==> config.mk <==
export PLATFORM = sky130hd
export DESIGN_NAME = serial_subtractor
export DESIGN_NICKNAME = d
export VERILOG_FILES = /design/src/rtl/serial_subtractor.sv
export SDC_FILE = /design/constraint.sdc
export NUM_CORES = 1
export LEC_CHECK = 0
export CORE_MARGIN = 2
export CORE_UTILIZATION = 25
export DETAILED_ROUTE_END_ITERATION = 8
export PLACE_DENSITY = 0.46
export SETUP_SLACK_MARGIN = 0.2
export SYNTH_ARGS = -nofsm -noshare
export SYNTH_HDL_FRONTEND = slang
export SYNTH_SLANG_ARGS = --single-unit
==> constraint.sdc <==
create_clock -name clk -period 1.45 [get_ports clk]
set_input_delay 0.145 -clock clk [delete_from_list [all_inputs] [get_ports clk]]
set_output_delay 0.145 -clock clk [all_outputs]
set_load 0.05 [all_outputs]
**Run 1: gate families picked out**

The bar under the picture is 20 µm long.
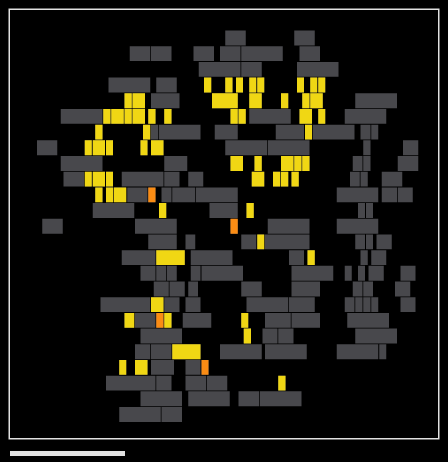
- inverters: orange (cells 4; most used inv_1)
- NOR gates: yellow (cells 62; most used nor2_1)
count of placed standard cells in the final layout, fillers left out: 257
combinational fraction of the cell area: 32.5%
leading cell type in the layout, fill and taps excluded: nor2_1

**Run 1: cell outlines without signal wires**

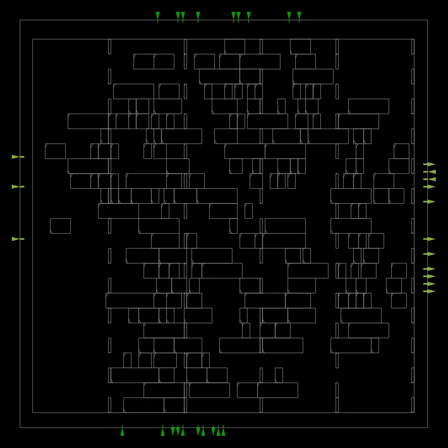
sequential share of cell area: 33.0%
tap cell count: 67
total of fill cells in the finished design: 481

**Run 1: sequential cells colored by netlist name**

The bar under the picture is 20 µm long.
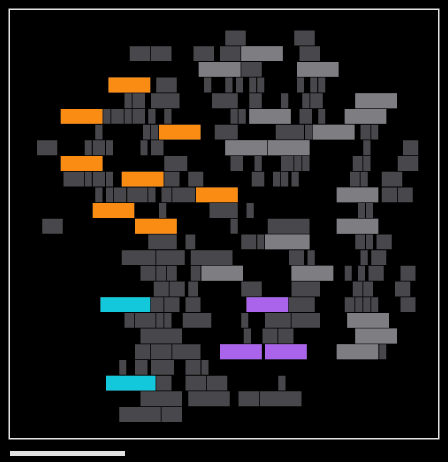
- `cnt`: purple (sequential cells 3)
- `a_sr`: orange (sequential cells 8)
- `dbg_state`: cyan (sequential cells 2)
final core area utilization: 39.1%
sequential standard cell area: 609 µm²
power consumed by sequential cells: 0.000901 W

==> results.py, run 1 <==
# Physical implementation metrics
metrics = {
    "setup_path": {
        "critPathRequiredTime_ps": 1620,
        "r2r.worst_path.cells": 4,
        "critical_path.cell_chain": "or3b_4 > buf_4 > nor2_1 > nor4_2",
        "worst_ep_arrival_time_ps": 1410,
        "regToRegSetupSlack_ps": 220,
        "timing.critical_path.slowest_stage_cell": "or3b_4",
        "timing.critical_path.from_type": "flip-flop",
        "critical_path_peak_fanout": 7,
        "critical_path.endpoint_type": "flip-flop",
        "slowest_delay_ps": 410,
    },
    "drt": {
        "wl_met3_um": 129,
        "postRouteAntennaNets": 0,
        "postRouteWirelength_um": 2970,
        "wire_per_inst_um": 11.6,
        "drt_iter0_markers": 88,
        "via_per_inst": 4.44,
        "maxUsedRoutingLayer": "met4",
        "routed-via-count": 1140,
        "wl_met1_um": 1330,
    },
    "synthesis": {
        "xor_area_share_pct": 0,
        "ys_seq_elements": 30,
        "top_area_share_pct": 48.7,
        "synth.logic.top_family": "simple AND/OR/NAND/NOR gates",
        "syn_area_per_cell_um2": 8.16,
        "synthesis.instances": 151,
        "yosys-stat-cells": 151,
        "edf_count": 0,
        "topCellsByArea": "dfxtp_1 49%, nor2_1 14%, nor4_1 6.1%, nand2_1 4.3%, a21oi_1 4.1%",
        "simple_gate_area_share_pct": 28.7,
        "ys_area_um2": 1230,
        "synthArstFlopShare_pct": 0,
        "synth.area.mux_share_pct": 1.62,
        "ys_seq_share_pct": 48.7,
        "top_cells_by_count": "46 x nor2_1, 30 x dfxtp_1, 14 x nand2_1, 12 x nor4_1, 10 x a21oi_1",
        "yosys_warnings": 0,
        "ys_dominant_reg_cell": "dfxtp_1",
    },
    "global_routing": {
        "grt_use_total_pct": 11.9,
        "gr-usage-met1_pct": 14.0,
        "antenna_found_initial": 0,
        "use_met2_pct": 19.4,
        "gr-max-usage-layer": "met2",
        "grt_pass1_wl_um": 4890,
        "grt_max_degree": 31,
    },
    "placed_design": {
        "port_buffers": 32,
        "routabilityCongestion": 0.684,
        "dp.cells": 244,
    },
    "power": {
        "share_seq_of_total_power_pct": 47.3,
        "power.total_w": 0.00190,
        "power_frac_comb_pct": 16.3,
        "net_sw_share_pct": 25.9,
        "clock_network_power_share_pct": 36.4,
        "total_leakage_power_nw": 0.743,
        "ir_drop_mv": 0.283,
    },
    "floorplanning": {
        "chipArea_um2": 5510,
        "dieHeight_um": 74.2,
        "floorplan_stage_core_utilization_pct": 26.1,
        "pin_count": 33,
    },
    "job": {
        "openroad.warnings": 28,
    },
    "final_timing": {
        "report.final.slew_viol_count": 0,
        "timing.final.hold_violations": 0,
        "total_neg_setup_slack_ps": 0,
        "min_period_ps": 1230,
        "fin_worst_hold_slack_ps": 453,
        "clock_skew_ps": 6.58,
        "maxSlewHeadroom_pct": 71.7,
        "timing_worst_slew_pin_value_ps": 423,
        "grt_setup_unrepaired": "yes",
        "fin_ws_ps": 217,
    },
    "final_layout": {
        "post_route_cells_drive_above_1_share_pct": 22.1,
        "final_nets": 212,
        "antenna-diode-count": 0,
        "layout-area-overhead-vs-synth_pct": 49.7,
        "final_area_um2": 1850,
    },
    "clock_tree": {
        "clock-sinks": 30,
        "clock_path_buffers": 2,
        "ctsHoldBuffers": 0,
        "cts.repair_timing.setup_buffer_count": 2,
        "cts_tree": "done",
        "clkTransAtPathRegs_ps": 70,
        "ctsResizeCount": 3,
        "worstSkewPairLatency_ps": 280,
        "clock_tree_root": "clkbuf_8",
        "cts-htree-levels": 2,
    },
    "outcome": {
        "status": "finished clean",
    },
    "hold_path": {
        "worst_hold_path.num_cells": 3,
    },
}
-- run 1: cell type report --
type | instances | share of cell area, %
flip-flops and latches | 30 | 33.0
multi-input cells | 106 | 32.5
repair buffers | 42 | 24.1
clock buffers | 7 | 4.68
well taps | 67 | 4.54
inverters | 4 | 0.814
clock inverters | 1 | 0.271
-- run 1: worst max-delay path: cells and delay by family, from the launching register on --
family / cells / cell delay (ps)
and+or+nand+nor: 3 / 580
buffers and inverters: 1 / 170
DFF: 1 / 380
-- run 1: power by group through the flow --
stage / sequential (W) / clock, W / combinational [W]
after floorplan: 0.000935 / 0 / 0.000149
after global placement: 0.000921 / 0 / 0.000274
after detailed placement: 0.000923 / 0 / 0.000279
after CTS: 0.000903 / 0.000725 / 0.000291
after global routing: 0.000907 / 0.000756 / 0.000343
final: 0.000901 / 0.000693 / 0.000311
==> run 2: changes to the inputs <==
--- a/config.mk
+++ b/config.mk
@@ -8,7 +8,8 @@
 export CORE_MARGIN = 2
 export CORE_UTILIZATION = 25
 export DETAILED_ROUTE_END_ITERATION = 8
-export PLACE_DENSITY = 0.46
+export DONT_BUFFER_PORTS = 1
+export PLACE_DENSITY = 0.37
 export SETUP_SLACK_MARGIN = 0.2
 export SYNTH_ARGS = -nofsm -noshare
 export SYNTH_HDL_FRONTEND = slang
==> run 2 against run 1 <==
  * The run now ends with hold timing left
  * Sequential power about the same
  * Combinational power is 31% lower
  * Area after synthesis is the same
  * Setup slack got worse by 50 ps
  * Critical endpoint is now out_valid
  * Largest power group unchanged
==> results.py, run 2 <==
# Physical implementation metrics
metrics = {
    "synthesis": {
        "edf_count": 0,
        "yosys-stat-cells": 151,
        "top_cells_by_count": "46 x nor2_1, 30 x dfxtp_1, 14 x nand2_1, 12 x nor4_1, 10 x a21oi_1",
        "syn_area_per_cell_um2": 8.16,
        "top_area_share_pct": 48.7,
        "ys_seq_elements": 30,
        "ys_dominant_reg_cell": "dfxtp_1",
        "synthesis.nets": 174,
        "synthArstFlopShare_pct": 0,
        "topCellsByArea": "dfxtp_1 49%, nor2_1 14%, nor4_1 6.1%, nand2_1 4.3%, a21oi_1 4.1%",
        "ys_seq_share_pct": 48.7,
        "yosys_warnings": 0,
        "ys_area_um2": 1230,
        "synthesis.instances": 151,
    },
    "outcome": {
        "violations": "hold timing",
        "status": "finished with violations",
    },
    "final_layout": {
        "comb-cell-share_pct": 37.1,
        "sequential_cell_area_um2": 609,
        "antenna-diode-count": 0,
        "final_common_cell": "nor2_1",
        "fillCellCount": 501,
        "nClkBuffers": 7,
        "layout-area-overhead-vs-synth_pct": 25.5,
        "clk_share_pct": 4.94,
        "layout.core_utilization_pct": 32.7,
        "comb_area_um2": 574,
        "layout.non_clock_inverters": 4,
        "buffer_area_share_pct": 12.1,
        "buffers_excl_clock": 19,
        "area.share.sequential_pct": 39.4,
        "final_nets": 189,
        "multi_input_comb_cells": 106,
        "largest_class": "flip-flops and latches",
        "post_route_cells_drive_above_1_share_pct": 19.3,
    },
    "drt": {
        "wl_met2_um": 1340,
        "postRouteWirelength_um": 2870,
        "route.detailed.drc": 0,
        "maxUsedRoutingLayer": "met4",
        "wl_met1_um": 1270,
        "via_per_inst": 4.51,
        "postRouteAntennaNets": 0,
        "drt_iter0_markers": 32,
        "wire_per_inst_um": 12.3,
        "detail_route.first_pass.iterations": 4,
        "routed-via-count": 1050,
        "wl_met3_um": 167,
    },
    "final_timing": {
        "report.final.slew_viol_count": 0,
        "timing_worst_slew_pin_value_ps": 439,
        "timing.final.hold_violations": 29,
        "min_period_ps": 1280,
        "fin_worst_hold_slack_ps": -76.1,
        "maxSlewHeadroom_pct": 70.7,
        "total_neg_setup_slack_ps": 0,
        "clock_skew_ps": 2.11,
        "grt_setup_unrepaired": "yes",
        "max_freq_mhz": 779,
        "fin_ws_ps": 167,
        "timing.final.setup_violations": 0,
    },
    "power": {
        "power_sequential_w": 0.000898,
        "power_leader": "sequential cells",
        "power_clock_w": 0.000619,
        "total_leakage_power_nw": 0.620,
        "net_sw_share_pct": 25.5,
        "ir_drop_mv": 0.344,
        "clock_network_power_share_pct": 35.7,
        "power_frac_comb_pct": 12.4,
        "share_seq_of_total_power_pct": 51.9,
        "pg_comb_w": 0.000215,
        "internal_power_w": 0.00129,
    },
    "clock_tree": {
        "worstSkewPairLatency_ps": 280,
        "clock-sinks": 30,
        "clock_path_buffers": 2,
        "ctsResizeCount": 7,
        "cts-htree-levels": 2,
        "clkTransAtPathRegs_ps": 60,
        "clock_tree_root": "clkbuf_8",
        "cts_tree": "done",
        "cts.repair_timing.setup_buffer_count": 1,
    },
    "floorplanning": {
        "pin_count": 33,
        "dieHeight_um": 74.2,
        "chipArea_um2": 5510,
        "n_tap_cell": 67,
        "floorplan_stage_core_utilization_pct": 26.1,
        "die-width_um": 74.2,
    },
    "global_routing": {
        "grt_use_total_pct": 12.0,
        "use_met2_pct": 18.6,
        "gr-max-usage-layer": "met2",
        "gr-usage-met1_pct": 13.3,
        "antenna_found_initial": 0,
        "grt_max_degree": 31,
        "grt_pass1_wl_um": 4770,
        "grt_pass1_vias": 1006,
    },
    "job": {
        "openroad.warnings": 31,
        "max_cap_violations": 0,
    },
    "placed_design": {
        "routabilityCongestion": 0.780,
        "port_buffers": 0,
    },
    "hold_path": {
        "worst_hold_path.num_cells": 1,
        "timing.hold.worst.class": "input pin to flip-flop",
    },
    "setup_path": {
        "critPathRequiredTime_ps": 1310,
        "critical_path_peak_fanout": 7,
        "worst_path_dominant_cell_family": "flip-flops",
        "critical_path.cell_chain": "buf_12 > nor2b_4 > buf_6",
        "critical_path.endpoint_type": "primary output",
        "worst-path-buf-inv": 2,
        "worst_ep_arrival_time_ps": 1140,
        "timing.critical_path.from_type": "flip-flop",
        "slowest_delay_ps": 380,
        "timing.critical_path.slowest_stage_cell": "dfxtp_4",
        "r2r.worst_path.cells": 4,
        "cp_depth": 3,
        "regToRegSetupSlack_ps": 210,
        "worst_path_class_setup": "flip-flop to primary output",
    },
}
run 2: cell types whose count changed in the layout (fill, tap and decap cells not counted), sizes merged:
cell           change
buf                -3
clkbuf             -1
clkdlybuf4s50     -19
clkinv             -1
run 2: metrics by stage:
stage | cells | area, µm² | power (W)
finish | 233 | 1550 | 0.00173
global route | 233 | 1550 | 0.00184
CTS | 232 | 1520 | 0.00175
detailed placement | 224 | 1410 | 0.00112
global placement | 224 | 1410 | 0.00111
floorplan | 151 | 1270 | 0.00108
run 2: cell families (layout without fill, tap and decap cells):
logic type / Yosys count / count (layout) / synth area share [%]
mux: 2 / 2 / 1.62
fa+ha+maj: 3 / 3 / 3.65
buf+inv: 15 / 30 / 6.29
simple gates: 80 / 80 / 28.7
compound gates: 21 / 21 / 11.0
flops: 30 / 30 / 48.7
**Run 2: cell outlines without signal wires**

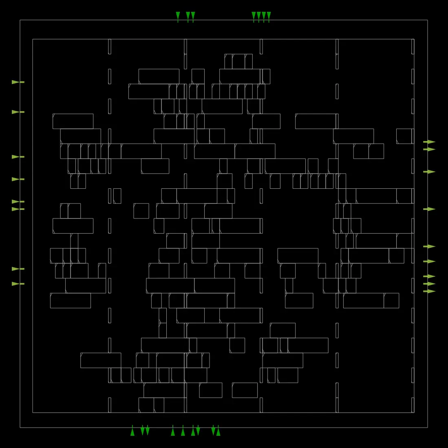
count of placed standard cells in the final layout, fillers left out: 233
sequential cells: 30
placement row count: 25
area inside the core boundary: 4720 µm²

Power is estimated from default activity; no workload was simulated.
